Figure 1. Placement view.
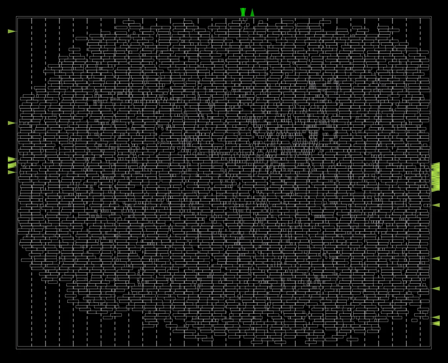
Figure 2. Close-up of the layout.
Window x 181 to 231, y 207 to 257 µm. Cells in grey, sequential cells in the stronger grey; small squares are vias.
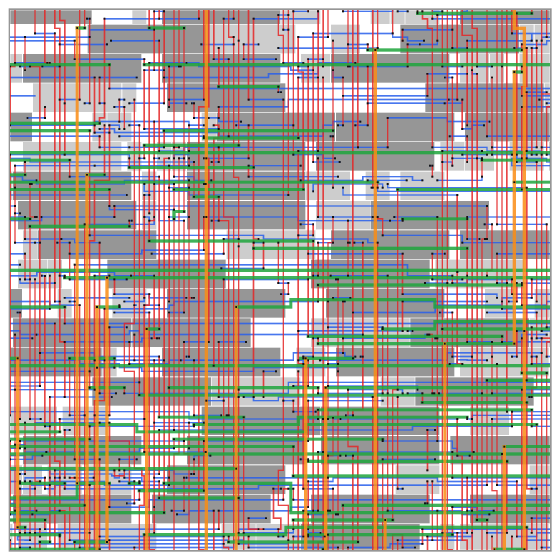
Figure 3. Signal metal coverage by tile.
Scale: 1 px per µm. The die is cut into 21 by 17 equal tiles; dark purple is low, yellow is high, scaled to the fullest tile. Values are wire area over tile area, all layers added.
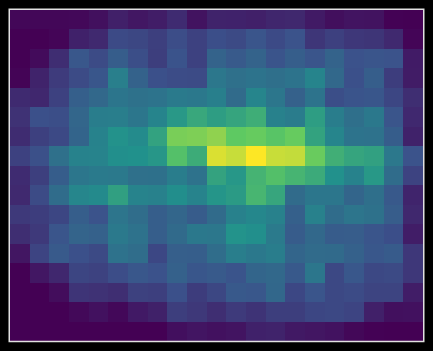
Figure 4. PDN straps and rails.
Scale: 1 px per µm. Pins as bars on the die edge.
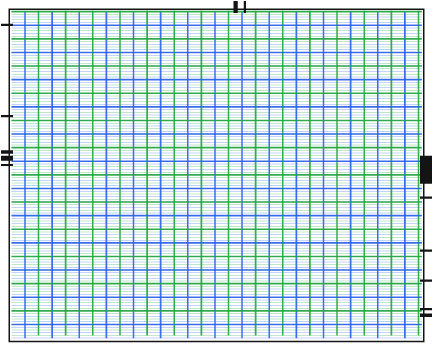
==> config.mk <==
export PLATFORM = sky130hd
export DESIGN_NAME = sram_sp_mask_ext
export DESIGN_NICKNAME = d
export VERILOG_FILES = /design/src/rtl/sram_sp_mask_ext.sv
export SDC_FILE = /design/constraint.sdc
export NUM_CORES = 2
export LEC_CHECK = 0
export ABC_CLOCK_PERIOD_IN_PS = 19600
export CORE_ASPECT_RATIO = 0.8
export CORE_UTILIZATION = 60
export CTS_CLUSTER_DIAMETER = 200
export DETAILED_ROUTE_END_ITERATION = 10
export PLACE_DENSITY = 0.73
export REMOVE_ABC_BUFFERS = 1
export SYNTH_ARGS = -nofsm -noshare
export SYNTH_HDL_FRONTEND = slang
export SYNTH_SLANG_ARGS = --single-unit
export TNS_END_PERCENT = 10
==> constraint.sdc <==
create_clock -name RW0_clk -period 19.6 [get_ports RW0_clk]
set_clock_uncertainty 0.2 [all_clocks]
set_input_delay 2.94 -clock RW0_clk [delete_from_list [all_inputs] [get_ports RW0_clk]]
set_output_delay 2.94 -clock RW0_clk [all_outputs]
set_load 0.005 [all_outputs]
==> results.ini <==
[yosys]
syn_inst = 3890
ys_top_cells_by_count = edfxtp_1, mux4_2, nor2_1
adder_share_pct = 0.0154
netlist_area_um2 = 81100
aoi_share_pct = 3.13
ys_types = 78
area_leaders = edfxtp_1, mux4_2, mux2i_1
async_flop_share_pct = 0
ys_cells = 3890
synth.most_common_cell = edfxtp_1
synth_warnings = 0
mux_area_share_pct = 15.3
ys_ff = 2066
ys_sh_xor_pct = 0.0756
top_area_share_pct = 75.9
yosysTopAreaCell = edfxtp_1

[critical_path]
cp.buffers_inverters = 7
path_class = in2reg
arrival_ns = 9.53
r2r_setup_slack_ns = 14.29
slowest_delay_ns = 0.78
critical-path-slowest-cell = buf_4
cp.required_ns = 19.88
reg2regPathDepth = 9
critPathCaptureType = register
cpMostUsedCell = buf_4
path_depth = 14

[placed_design]
hpwl_mm = 128
post-place-ws_ns = 9.60
gp_congestion = 0.997
placed_area_um2 = 82900

[pwr]
finalPower_mw = 8.79
pg_comb_mw = 0.289
combPwrFrac_pct = 3.3
power_leader = registers
p_seq_share_pct = 54.4
power_density_nw_per_um2 = 98.6

[global_routing]
use_met3_pct = 11.2
antenna_found_initial = 5
grt_pass1_wl_mm = 296
grt_max_degree = 209
gr-usage-met2_pct = 44.2

[final_layout]
drive_above_1_share_pct = 20.7
buf_share_pct = 1.35
seq_cells = 2066
buffers = 132
nNonClkInverters = 6
final_cell_area_um2 = 89100
clock_area_share_pct = 6.95
fillers = 8457
largest_register_ffs = 2048
nMultiInputCombCells = 1589
nClkBuffers = 232
logic_area_um2 = 17600

[cts]
clkSlewWorstSetupHoldPaths_ns = 0.06
hold_buffers = 0
worstSkewPairLatency_ns = 0.83
cts_root_buffer = clkbuf_16
htreeDepth = 4
post_cts_buffers = 0
cts_resized = 0

[run_status]
failed_checks = capacitance limit, slew limit
status = finished, violations left

[sta]
rsz0062_at_grt = no
setup_slack_ns = 10.36
setup_tns_ns = 0
slew_headroom_pct = -7.71
hold_viol = 0
setup_viol = 0
min_period_ns = 9.24
finalMaxSlewViolations = 13
fin_crit_sh_pct = 47.2

[routing]
viasPerCell = 7.00
drt_first_iter_violations = 6479
met3_length_mm = 30.1
m1WireLength_mm = 78.8

[run]
drv_cap = 3
tool_warnings = 44

[worst_hold_path]
hp-class = reg2reg
hold_depth = 2

[floorplanning]
pin_count = 38

## Picture notes: Figure 1
final cell count without fillers: 5911
# rows: 120
Tap Cells: 1769

## Picture notes: Figure 2
legend:
  met2:
    colour: red
  met1:
    colour: blue
  met4:
    colour: orange
  met3:
    colour: green
sequential cells in the window: 44
cells with their middle in the window: 98
most frequent: edfxtp_1 (44), nor2_1 (10), mux4_2 (8)

## Picture notes: Figure 3
densest ninth of the die: centre
tiles over half the peak: 12%
fullest tile: 0.96
emptiest ninth of the die: south-west
mean over tiles: 0.28
WL final: 211 mm
WL per Instance: 35.7 µm
total global-route track usage: 31.2%
vias: 41385

## Picture notes: Figure 4
legend:
  VSS:
    colour: blue
  VDD:
    colour: green
met4 straps: 30
rows: 120
core area: 134000 µm²
Vert. Die Dim: 331 µm
DIE WIDTH: 413 µm
worst vdd ir: 102 µV

